`config.mk`:
```
export PLATFORM = sky130hd
export DESIGN_NAME = pipeline_hazard_controller_flat
export DESIGN_NICKNAME = d
export VERILOG_FILES = /design/src/rtl/pipeline_hazard_controller_pkg.sv /design/src/rtl/pipeline_hazard_controller_if.sv /design/src/rtl/pipeline_hazard_controller_hazard_detect_unit.sv /design/src/rtl/pipeline_hazard_controller.sv /design/src/flat_wrapper.sv
export SDC_FILE = /design/constraint.sdc
export NUM_CORES = 1
export LEC_CHECK = 0
export CORE_AREA = 2 2 91 93
export DETAILED_ROUTE_END_ITERATION = 12
export DIE_AREA = 0 0 93 95
export GPL_ROUTABILITY_DRIVEN = 1
export PLACE_DENSITY = 0.94
export REMOVE_ABC_BUFFERS = 1
export SYNTH_ARGS = -nofsm -noshare
export SYNTH_HDL_FRONTEND = slang
export SYNTH_SLANG_ARGS = --single-unit
```
`constraint.sdc`:
```
create_clock -name clk -period 5.1 [get_ports clk]
set_input_delay 0.765 -clock clk [delete_from_list [all_inputs] [get_ports clk]]
set_output_delay 0.765 -clock clk [all_outputs]
set_load 0.01 [all_outputs]
```
`src/rtl/pipeline_hazard_controller_pkg.sv`:
```
// Shared types for the pipeline stall/flush sequencer: FSM encoding and enable/flush bundle layout.
// Latency: n/a (declarations only).
// Backpressure: n/a.
package hazard_ctrl_pkg;

  typedef enum logic [1:0] {
    ST_INIT        = 2'd0,
    ST_RUN         = 2'd1,
    ST_MULDIV_WAIT = 2'd2,
    ST_UNUSED      = 2'd3
  } ctrl_state_e;

  localparam logic [4:0] REG_X0 = 5'd0;

  // Bit positions inside the enable/flush control bundle
  localparam int CTL_W       = 8;
  localparam int B_PC_EN     = 0;
  localparam int B_IFID_EN   = 1;
  localparam int B_IDEX_EN   = 2;
  localparam int B_EXMEM_EN  = 3;
  localparam int B_MEMWB_EN  = 4;
  localparam int B_IFID_FL   = 5;
  localparam int B_IDEX_FL   = 6;
  localparam int B_EXMEM_FL  = 7;

  typedef logic [CTL_W-1:0] ctl_t;

  function automatic ctl_t ctl_pack(input logic pc_en, input logic ifid_en, input logic idex_en,
                                    input logic exmem_en, input logic memwb_en, input logic ifid_fl,
                                    input logic idex_fl, input logic exmem_fl);
    ctl_t c;
    c             = '0;
    c[B_PC_EN]    = pc_en;
    c[B_IFID_EN]  = ifid_en;
    c[B_IDEX_EN]  = idex_en;
    c[B_EXMEM_EN] = exmem_en;
    c[B_MEMWB_EN] = memwb_en;
    c[B_IFID_FL]  = ifid_fl;
    c[B_IDEX_FL]  = idex_fl;
    c[B_EXMEM_FL] = exmem_fl;
    return c;
  endfunction

  // Canonical output patterns
  localparam ctl_t CTL_RESET   = ctl_pack(1'b0, 1'b0, 1'b0, 1'b0, 1'b0, 1'b1, 1'b1, 1'b1);
  localparam ctl_t CTL_INIT    = ctl_pack(1'b1, 1'b1, 1'b1, 1'b1, 1'b1, 1'b1, 1'b1, 1'b1);
  localparam ctl_t CTL_FREEZE  = ctl_pack(1'b0, 1'b0, 1'b0, 1'b0, 1'b0, 1'b0, 1'b0, 1'b0);
  localparam ctl_t CTL_MULDIV  = ctl_pack(1'b0, 1'b0, 1'b0, 1'b1, 1'b1, 1'b0, 1'b0, 1'b1);
  localparam ctl_t CTL_BRANCH  = ctl_pack(1'b1, 1'b1, 1'b1, 1'b1, 1'b1, 1'b1, 1'b1, 1'b0);
  localparam ctl_t CTL_LOADUSE = ctl_pack(1'b0, 1'b0, 1'b1, 1'b1, 1'b1, 1'b0, 1'b1, 1'b0);
  localparam ctl_t CTL_IMEM    = ctl_pack(1'b0, 1'b1, 1'b1, 1'b1, 1'b1, 1'b1, 1'b0, 1'b0);
  localparam ctl_t CTL_ALL     = ctl_pack(1'b1, 1'b1, 1'b1, 1'b1, 1'b1, 1'b0, 1'b0, 1'b0);

endpackage

```
`src/rtl/pipeline_hazard_controller_if.sv`:
```
// Bundle of pipeline status inputs and stall/flush/counter outputs of the hazard sequencer.
// Latency: n/a (wires only).
// Backpressure: n/a; the controller itself is the backpressure source for the pipeline.
interface pipeline_hazard_controller_if #(
  parameter int CNT_W = 32
);
  logic [4:0]       id_rs1_addr;
  logic [4:0]       id_rs2_addr;
  logic             id_uses_rs1;
  logic             id_uses_rs2;
  logic [4:0]       ex_rd_addr;
  logic             ex_is_load;
  logic             ex_reg_write_en;
  logic             ex_is_muldiv;
  logic             ex_muldiv_done;
  logic             ex_branch_taken;
  logic             imem_busywait;
  logic             dmem_busywait;

  logic             pc_en;
  logic             ifid_en;
  logic             idex_en;
  logic             exmem_en;
  logic             memwb_en;
  logic             ifid_flush;
  logic             idex_flush;
  logic             exmem_flush;
  logic [1:0]       ctrl_state;
  logic [CNT_W-1:0] stall_cycles;
  logic [CNT_W-1:0] flush_events;
  logic             muldiv_timeout;

  // Pipeline side: reports status, consumes enables/flushes
  modport master (
    output id_rs1_addr, id_rs2_addr, id_uses_rs1, id_uses_rs2, ex_rd_addr, ex_is_load,
           ex_reg_write_en, ex_is_muldiv, ex_muldiv_done, ex_branch_taken, imem_busywait,
           dmem_busywait,
    input  pc_en, ifid_en, idex_en, exmem_en, memwb_en, ifid_flush, idex_flush, exmem_flush,
           ctrl_state, stall_cycles, flush_events, muldiv_timeout
  );

  // Controller side
  modport slave (
    input  id_rs1_addr, id_rs2_addr, id_uses_rs1, id_uses_rs2, ex_rd_addr, ex_is_load,
           ex_reg_write_en, ex_is_muldiv, ex_muldiv_done, ex_branch_taken, imem_busywait,
           dmem_busywait,
    output pc_en, ifid_en, idex_en, exmem_en, memwb_en, ifid_flush, idex_flush, exmem_flush,
           ctrl_state, stall_cycles, flush_events, muldiv_timeout
  );
endinterface

```
`src/rtl/pipeline_hazard_controller_hazard_detect_unit.sv`:
```
// Load-use comparator: flags an ID instruction reading the register a load in EX is about to write.
// Latency: purely combinational.
// Backpressure: none; its output feeds the sequencer's stall decision.
module hazard_detect_unit
  import hazard_ctrl_pkg::*;
(
  input  logic [4:0] id_rs1_addr_i,
  input  logic [4:0] id_rs2_addr_i,
  input  logic       id_uses_rs1_i,
  input  logic       id_uses_rs2_i,
  input  logic [4:0] ex_rd_addr_i,
  input  logic       ex_is_load_i,
  input  logic       ex_reg_write_en_i,
  output logic       load_use_stall_o
);

  // x0 never carries a dependency, so a load targeting it cannot cause a stall
  always_comb begin
    load_use_stall_o = 1'b0;
    if (ex_is_load_i && ex_reg_write_en_i && (ex_rd_addr_i != REG_X0)) begin
      load_use_stall_o = (id_uses_rs1_i && (id_rs1_addr_i == ex_rd_addr_i)) ||
                         (id_uses_rs2_i && (id_rs2_addr_i == ex_rd_addr_i));
    end
  end

endmodule

```
`src/rtl/pipeline_hazard_controller.sv`:
```
// Stall/flush sequencer for the 5-stage pipeline with post-reset purge, mul/div wait and counters.
// Latency: enables/flushes are combinational from state and inputs; counters/flags update next edge.
// Backpressure: drops per-stage enables on memory busywait, mul/div, load-use and fetch stalls.
module pipeline_hazard_controller
  import hazard_ctrl_pkg::*;
#(
  parameter int INIT_CYCLES       = 5,
  parameter int MULDIV_MAX_CYCLES = 40,
  parameter int CNT_W             = 32
) (
  input logic                         clk,
  input logic                         reset,
  pipeline_hazard_controller_if.slave hif
);

  localparam int ICW = (INIT_CYCLES > 1) ? $clog2(INIT_CYCLES) : 1;
  localparam int WCW = (MULDIV_MAX_CYCLES > 1) ? $clog2(MULDIV_MAX_CYCLES) : 1;
  localparam logic [ICW-1:0] INIT_LAST = ICW'(INIT_CYCLES - 1);
  localparam logic [WCW-1:0] WAIT_LAST = WCW'(MULDIV_MAX_CYCLES - 1);

  ctrl_state_e      state_q, state_d;
  logic [ICW-1:0]   init_cnt_q, init_cnt_d;
  logic [WCW-1:0]   wait_q, wait_d;
  logic             timeout_q, timeout_d;
  logic [CNT_W-1:0] stall_q, stall_d;
  logic [CNT_W-1:0] flush_q, flush_d;
  ctl_t             ctl;
  logic             flush_evt;
  logic             load_use_stall;

  hazard_detect_unit u_hdu (
    .id_rs1_addr_i     (hif.id_rs1_addr),
    .id_rs2_addr_i     (hif.id_rs2_addr),
    .id_uses_rs1_i     (hif.id_uses_rs1),
    .id_uses_rs2_i     (hif.id_uses_rs2),
    .ex_rd_addr_i      (hif.ex_rd_addr),
    .ex_is_load_i      (hif.ex_is_load),
    .ex_reg_write_en_i (hif.ex_reg_write_en),
    .load_use_stall_o  (load_use_stall)
  );

  // Next-state, stall/flush pattern and counter update; reset forces the purge pattern at once
  always_comb begin
    state_d    = state_q;
    init_cnt_d = init_cnt_q;
    wait_d     = wait_q;
    timeout_d  = timeout_q;
    stall_d    = stall_q;
    flush_d    = flush_q;
    ctl        = CTL_ALL;
    flush_evt  = 1'b0;

    case (state_q)
      ST_INIT: begin
        ctl        = CTL_INIT;
        init_cnt_d = init_cnt_q + ICW'(1);
        if (init_cnt_q == INIT_LAST) begin
          state_d    = ST_RUN;
          init_cnt_d = '0;
        end
      end

      ST_MULDIV_WAIT: begin
        if (hif.dmem_busywait) begin
          // Full freeze; the wait counter deliberately holds so memory stalls do not eat the budget
          ctl = CTL_FREEZE;
        end else if (hif.ex_muldiv_done) begin
          ctl     = CTL_ALL;
          state_d = ST_RUN;
          wait_d  = '0;
        end else if (wait_q == WAIT_LAST) begin
          // Watchdog: push the stuck op out rather than hang the core
          ctl       = CTL_ALL;
          timeout_d = 1'b1;
          state_d   = ST_RUN;
          wait_d    = '0;
        end else begin
          ctl    = CTL_MULDIV;
          wait_d = wait_q + WCW'(1);
        end
      end

      default: begin
        // RUN, and the unused encoding which recovers into RUN
        state_d = ST_RUN;
        if (hif.dmem_busywait) begin
          ctl = CTL_FREEZE;
        end else if (hif.ex_is_muldiv && !hif.ex_muldiv_done) begin
          ctl     = CTL_MULDIV;
          state_d = ST_MULDIV_WAIT;
          wait_d  = '0;
        end else if (hif.ex_branch_taken) begin
          // Redirect wins over load-use and fetch stalls: both younger instructions are squashed
          ctl       = CTL_BRANCH;
          flush_evt = 1'b1;
        end else if (load_use_stall) begin
          ctl = CTL_LOADUSE;
        end else if (hif.imem_busywait) begin
          ctl = CTL_IMEM;
        end
      end
    endcase

    if ((state_q != ST_INIT) && !ctl[B_PC_EN] && !(&stall_q)) begin
      stall_d = stall_q + CNT_W'(1);
    end
    if (flush_evt && !(&flush_q)) begin
      flush_d = flush_q + CNT_W'(1);
    end

    if (!reset) begin
      ctl = CTL_RESET;
    end
  end

  // State, counters and sticky watchdog flag
  always_ff @(posedge clk or negedge reset) begin
    if (!reset) begin
      state_q    <= ST_INIT;
      init_cnt_q <= '0;
      wait_q     <= '0;
      timeout_q  <= 1'b0;
      stall_q    <= '0;
      flush_q    <= '0;
    end else begin
      state_q    <= state_d;
      init_cnt_q <= init_cnt_d;
      wait_q     <= wait_d;
      timeout_q  <= timeout_d;
      stall_q    <= stall_d;
      flush_q    <= flush_d;
    end
  end

  assign hif.pc_en          = ctl[B_PC_EN];
  assign hif.ifid_en        = ctl[B_IFID_EN];
  assign hif.idex_en        = ctl[B_IDEX_EN];
  assign hif.exmem_en       = ctl[B_EXMEM_EN];
  assign hif.memwb_en       = ctl[B_MEMWB_EN];
  assign hif.ifid_flush     = ctl[B_IFID_FL];
  assign hif.idex_flush     = ctl[B_IDEX_FL];
  assign hif.exmem_flush    = ctl[B_EXMEM_FL];
  assign hif.ctrl_state     = state_q;
  assign hif.stall_cycles   = stall_q;
  assign hif.flush_events   = flush_q;
  assign hif.muldiv_timeout = timeout_q;

endmodule

```
`src/flat_wrapper.sv`:
```
// flat-port wrapper written by rule: the top's interface ports become plain ports
module pipeline_hazard_controller_flat import hazard_ctrl_pkg::*;
#(
  parameter int INIT_CYCLES       = 5,
  parameter int MULDIV_MAX_CYCLES = 40,
  parameter int CNT_W             = 32
)
  (clk, reset, hif_id_rs1_addr, hif_id_rs2_addr, hif_id_uses_rs1, hif_id_uses_rs2, hif_ex_rd_addr, hif_ex_is_load, hif_ex_reg_write_en, hif_ex_is_muldiv, hif_ex_muldiv_done, hif_ex_branch_taken, hif_imem_busywait, hif_dmem_busywait, hif_pc_en, hif_ifid_en, hif_idex_en, hif_exmem_en, hif_memwb_en, hif_ifid_flush, hif_idex_flush, hif_exmem_flush, hif_ctrl_state, hif_stall_cycles, hif_flush_events, hif_muldiv_timeout);
  pipeline_hazard_controller_if #(.CNT_W(CNT_W)) hif_i ();
  input logic clk;
  input logic reset;
  input wire logic [$bits(hif_i.id_rs1_addr)-1:0] hif_id_rs1_addr;
  input wire logic [$bits(hif_i.id_rs2_addr)-1:0] hif_id_rs2_addr;
  input wire logic [$bits(hif_i.id_uses_rs1)-1:0] hif_id_uses_rs1;
  input wire logic [$bits(hif_i.id_uses_rs2)-1:0] hif_id_uses_rs2;
  input wire logic [$bits(hif_i.ex_rd_addr)-1:0] hif_ex_rd_addr;
  input wire logic [$bits(hif_i.ex_is_load)-1:0] hif_ex_is_load;
  input wire logic [$bits(hif_i.ex_reg_write_en)-1:0] hif_ex_reg_write_en;
  input wire logic [$bits(hif_i.ex_is_muldiv)-1:0] hif_ex_is_muldiv;
  input wire logic [$bits(hif_i.ex_muldiv_done)-1:0] hif_ex_muldiv_done;
  input wire logic [$bits(hif_i.ex_branch_taken)-1:0] hif_ex_branch_taken;
  input wire logic [$bits(hif_i.imem_busywait)-1:0] hif_imem_busywait;
  input wire logic [$bits(hif_i.dmem_busywait)-1:0] hif_dmem_busywait;
  output wire logic [$bits(hif_i.pc_en)-1:0] hif_pc_en;
  output wire logic [$bits(hif_i.ifid_en)-1:0] hif_ifid_en;
  output wire logic [$bits(hif_i.idex_en)-1:0] hif_idex_en;
  output wire logic [$bits(hif_i.exmem_en)-1:0] hif_exmem_en;
  output wire logic [$bits(hif_i.memwb_en)-1:0] hif_memwb_en;
  output wire logic [$bits(hif_i.ifid_flush)-1:0] hif_ifid_flush;
  output wire logic [$bits(hif_i.idex_flush)-1:0] hif_idex_flush;
  output wire logic [$bits(hif_i.exmem_flush)-1:0] hif_exmem_flush;
  output wire logic [$bits(hif_i.ctrl_state)-1:0] hif_ctrl_state;
  output wire logic [$bits(hif_i.stall_cycles)-1:0] hif_stall_cycles;
  output wire logic [$bits(hif_i.flush_events)-1:0] hif_flush_events;
  output wire logic [$bits(hif_i.muldiv_timeout)-1:0] hif_muldiv_timeout;
  assign hif_i.id_rs1_addr = hif_id_rs1_addr;
  assign hif_i.id_rs2_addr = hif_id_rs2_addr;
  assign hif_i.id_uses_rs1 = hif_id_uses_rs1;
  assign hif_i.id_uses_rs2 = hif_id_uses_rs2;
  assign hif_i.ex_rd_addr = hif_ex_rd_addr;
  assign hif_i.ex_is_load = hif_ex_is_load;
  assign hif_i.ex_reg_write_en = hif_ex_reg_write_en;
  assign hif_i.ex_is_muldiv = hif_ex_is_muldiv;
  assign hif_i.ex_muldiv_done = hif_ex_muldiv_done;
  assign hif_i.ex_branch_taken = hif_ex_branch_taken;
  assign hif_i.imem_busywait = hif_imem_busywait;
  assign hif_i.dmem_busywait = hif_dmem_busywait;
  assign hif_pc_en = hif_i.pc_en;
  assign hif_ifid_en = hif_i.ifid_en;
  assign hif_idex_en = hif_i.idex_en;
  assign hif_exmem_en = hif_i.exmem_en;
  assign hif_memwb_en = hif_i.memwb_en;
  assign hif_ifid_flush = hif_i.ifid_flush;
  assign hif_idex_flush = hif_i.idex_flush;
  assign hif_exmem_flush = hif_i.exmem_flush;
  assign hif_ctrl_state = hif_i.ctrl_state;
  assign hif_stall_cycles = hif_i.stall_cycles;
  assign hif_flush_events = hif_i.flush_events;
  assign hif_muldiv_timeout = hif_i.muldiv_timeout;
  pipeline_hazard_controller #(.INIT_CYCLES(INIT_CYCLES), .MULDIV_MAX_CYCLES(MULDIV_MAX_CYCLES), .CNT_W(CNT_W)) u_core (.clk(clk), .reset(reset), .hif(hif_i));
endmodule
```
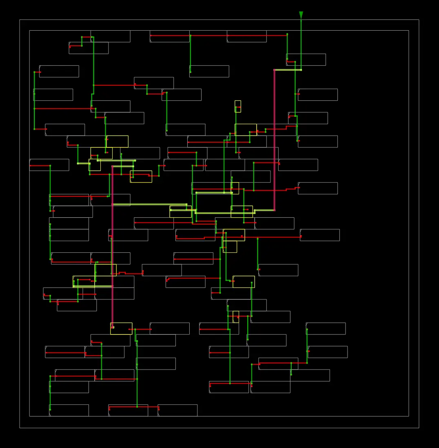
(images/clock_nets.png)
total CTS buffers: 9
clk latency late pin: 0.34 ns
clock skew after layout: 0.00727 ns
flip-flops: 76
clock sink count: 76

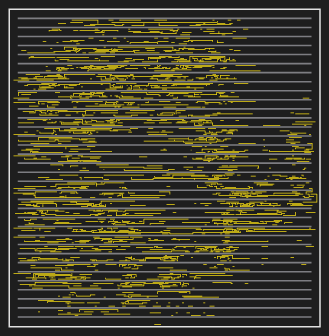
(images/m1.png)
Supply wires on this layer in gray.
longest straight run: 31.7 µm
share of all routed wire: 41%

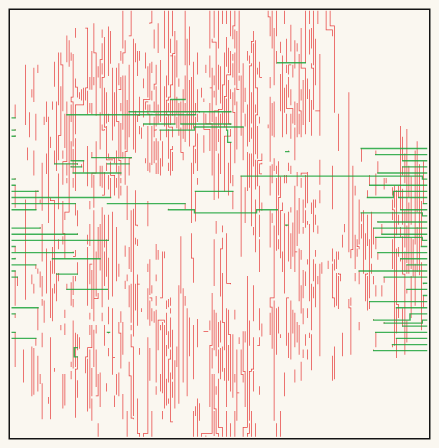
(images/layers.png)
Only two layers are drawn.
| color | layer | wire length |
|---|---|---|
| red | M2 | 4970 µm |
| green | M3 | 668 µm |

==> summary.txt <==
Results of the run.

The flow ran to the end, and the final reports show no timing, DRC or antenna violations. The average wire per cell in the routed design is 16.0 µm. The slew check shows that the tightest pin keeps a relative margin of 36.8%.

The via count of the first global-routing pass came to 3447. The number of cells in the yosys synthesis report is 396. The top metal layer carrying routed signals is met4. Before placement the cells fill 50.8% of the core. The post-cts gate resize count is 0. Counting pins that exceed their max-slew limit in the final report gives 0.

In this run, flip-flops and latches consume 45.2% of the power. The worst hold-check path type is in -> async. The synthesized netlist devotes 1.55% of its cell area to adder and majority cells.

The peak clock frequency supported by timing is 271 MHz. The flow reports that combinational logic draws 29.9% of the design power. The number of post-CTS setup repair buffers is 0. The TritonCTS clock tree is done. The number of nets with antenna violations after routing is 0. By area the synthesized netlist is led by dfrtp_1 (47%), xnor2_1 (8.7%), xor2_1 (6.7%). The timing report shows the most common cell along the critical path to be clkdlybuf4s50_1.

The minimum clock period is 3.69 ns. In this run, synthesis produced a sequential element count of 76. The cts-stage hold buffer count is 0. The delay contributed by the slowest stage of the critical path is 0.55 ns.

The routed via count is 3359. The number of failing hold endpoints at the final stage is 0. Among all cell types in the netlist, the one instantiated most often is dfrtp_1.

Measured along the x axis, the die boundary spans 93 µm. The share of flip-flops with an asynchronous set or reset after synthesis is 100%. The net load switching power is 570 µW. The area growth from synthesis to layout is 31.5%.

The OpenROAD report gives the critical path a data arrival time of 2.93 ns. The cell area that synthesis handed to floorplanning was 4030 µm². The area taken by multi-input combinational cells is reported as 2030 µm². Data on the critical path is required at its endpoint by 4.34 ns.

In this run the maximum-capacitance check reported violations numbering 0. The antenna diode count is 0. In the final layout, flip-flops and latches occupy 1900 µm². The cell area after placement is 5110 µm². Measured along the y axis, the die boundary spans 95 µm. The setup path with the least slack is of type in -> out. At the end of the flow, the number of nets in the layout was 531. The portion of the clock cycle consumed by the worst path in the final layout is 72.4%. The main logic family after synthesis is simple AND/OR/NAND/NOR gates. The most instantiated flip-flop cell in the synthesis netlist is dfrtp_1. The filler cell count in the final layout is 633. For this run, the register share of the synthesized area comes to 47.2%. The finished cells cover 5300 µm². The fraction of layout cells with a size suffix above 1 is 7.33%. In the synthesized netlist, the number of instances is 396. The number of input and output port buffers inserted is 100. The top-area cell type share of the netlist area is 47.2%. Wire segments on met2 add up to 4970 µm in the final route. The end-of-flow timing check tallies setup violations at 0. In the post-route report, total wirelength is listed as 9770 µm.

The biggest area contributor in the post-synthesis netlist is dfrtp_1. The depth of the CTS H-tree is 3. Net switching is 33.7% of the power. RePlAce ended its routability-driven mode at a weighted congestion of 0.882. The global routing report lists met1 layer usage as 26.3%. For this run the detailed placement stage logged an HPWL of 7080 µm. The first routing iteration left 140 violations. In the final timing run, aggregate negative setup slack is 0 ns. The total length of routed met3 wires is 667 µm. The global-route wire length before repair is 15700 µm. Per the GRT congestion report, total overflow comes to 0. Yosys mapped a number of flops with a built-in enable equal to 0. The largest net degree at the start of global routing is 45. Per the post-synthesis stats, the area per cell is 10.2 µm². For this design the ratio of total power to cell area is 319 nW/µm². After synthesis, the chip area reported by Yosys is 4030 µm².

The first TritonRoute pass finished after 4 iterations. For reference, the placement row count at floorplan is 33. Multiplexer cells account for 0.652% of the synthesized area. The clock root buffer is clkbuf_8. The internal power is 1120 µW. The DRC violation total left in the routed layout is recorded as 0.

The overall fraction of global-route tracks in use is 22.4%. The initial antenna violation count is 0. For reference, the top cells by count after synthesis are dfrtp_1 (76), nand2_1 (42), xnor2_1 (40). The most used routing layer in global routing is met2. The number of distinct library cells after synthesis is 52.

The clock tree buffer depth is 2. The logs give a warning total of 26. The share of synthesized cell area in and-or and or-and compound cells is 5.72%.

The slowest stage of the critical path is the clkdlybuf4s50_1 cell. The type of destination of the critical path is an output pin. The die covers 8840 µm². In this run, the synthesized area fraction spent on xor and xnor cells is recorded as 15.4%.

For this design the top-level I/O count stands at 101. The final worst hold slack is 0.415 ns. The transition time recorded at the tightest slew-check pin is 0.947 ns. The share of total power dissipated in the clock network is 24.9%.
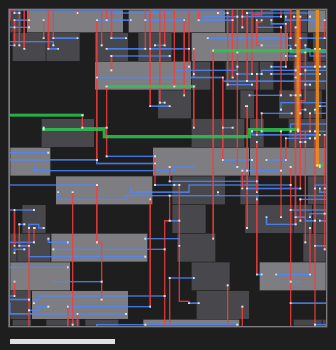
(images/closeup.png)
Bar = 10 µm. Window x 32 to 62, y 32 to 62 µm. Cells in gray, sequential cells in the stronger gray; small squares are vias.
| color | layer |
|---|---|
| orange | M4 |
| red | M2 |
| blue | M1 |
| green | M3 |
netlist names of flops here include: u_core.hif.flush_events (4), u_core.wait_q (4), u_core.hif.stall_cycles (3)
cells with their middle in the window: 47
most frequent: dfrtp_1 (11), o21ai_0 (6), xnor2_1 (5)
sequential cells in the window: 11

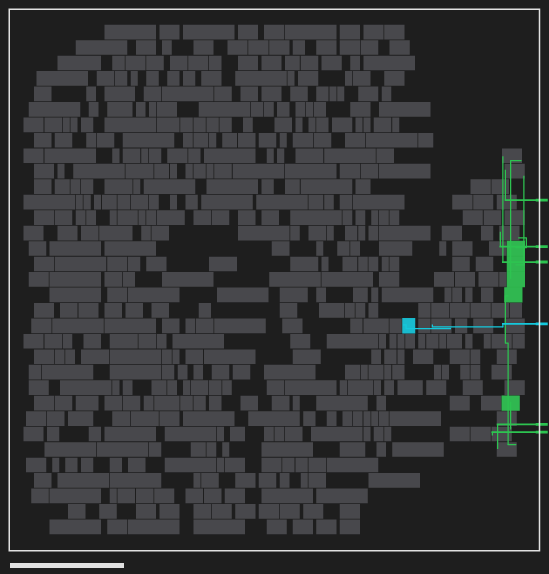
(images/port_trees.png)
Bar = 20 µm.
| color | port | bits | direction | edge | end cells | buffers | wire |
|---|---|---|---|---|---|---|---|
| cyan | hif_ex_is_muldiv | 1 | input | right | 1 | 1 | 28.0 µm |
| green | hif_id_rs1_addr | 5 | input | right | 5 | 5 | 140 µm |

final cells by class:
type	instances	share of cell area [%]
well taps	105	2.48
inverters	9	0.638
clock inverters	3	0.402
multi-input cells	301	38.3
repair buffers	103	19.3
flip-flops and latches	76	35.9
clock buffers	13	3.00
final timing paths:
kind / depth (start not counted) / end / startpoint / slack [ns]
worst max register to register: 8 / u_core.hif.stall_cycles[7] / u_core.wait_q[0] / 2.17
min in group clk: 1 / u_core.hif.muldiv_timeout / u_core.hif.muldiv_timeout / 0.47
worst min register to register: 1 / u_core.hif.muldiv_timeout / u_core.hif.muldiv_timeout / 0.47
worst min-delay path: 1 / u_core.wait_q[5] / reset / 0.41
worst max-delay path: 7 / hif_pc_en / hif_ex_rd_addr[0] / 1.41
max in group asynchronous: 2 / u_core.hif.stall_cycles[6] / reset / 3.83
placed cells by master, fill, tap and decap left out, drive strengths merged, types with 11 or more instances in the layout:
cell type,n
clkdlybuf4s50,99
nand2,43
xnor2,40
o21ai,16
and3,11
clkbuf,13
nand3,29
xor2,31
dfrtp,76
nor3,15
nand4,19
nor2,19
worst max-delay path, delay by kind of cell:
family / cells / cell delay, ns
simple gates: 3 / 0.65
buf+inv: 2 / 1.02
compound gates: 2 / 0.50
through the flow:
| stage | worst slack (ns) | instances | utilization, % | power [µW] |
|---|---|---|---|---|
| finish | 1.41 | 610 | 66.8 | 1690 |
| global route | 1.34 | 610 | 66.8 | 1790 |
| CTS | 1.40 | 610 | 66.8 | 1700 |
| detailed placement | 1.40 | 594 | 64.5 | 1280 |
| global placement | 1.45 | 594 | 64.5 | 1260 |
| floorplan | 2.22 | 386 | - | 1020 |
power groups by stage:
stage	clock network, µW	registers [µW]	logic (µW)
detailed placement	0	777	504
CTS	431	765	508
global route	453	780	556
global placement	0	771	485
finish	421	765	505
floorplan	0	785	239
Power figures rest on the tool's default switching activity, not on a simulated workload.
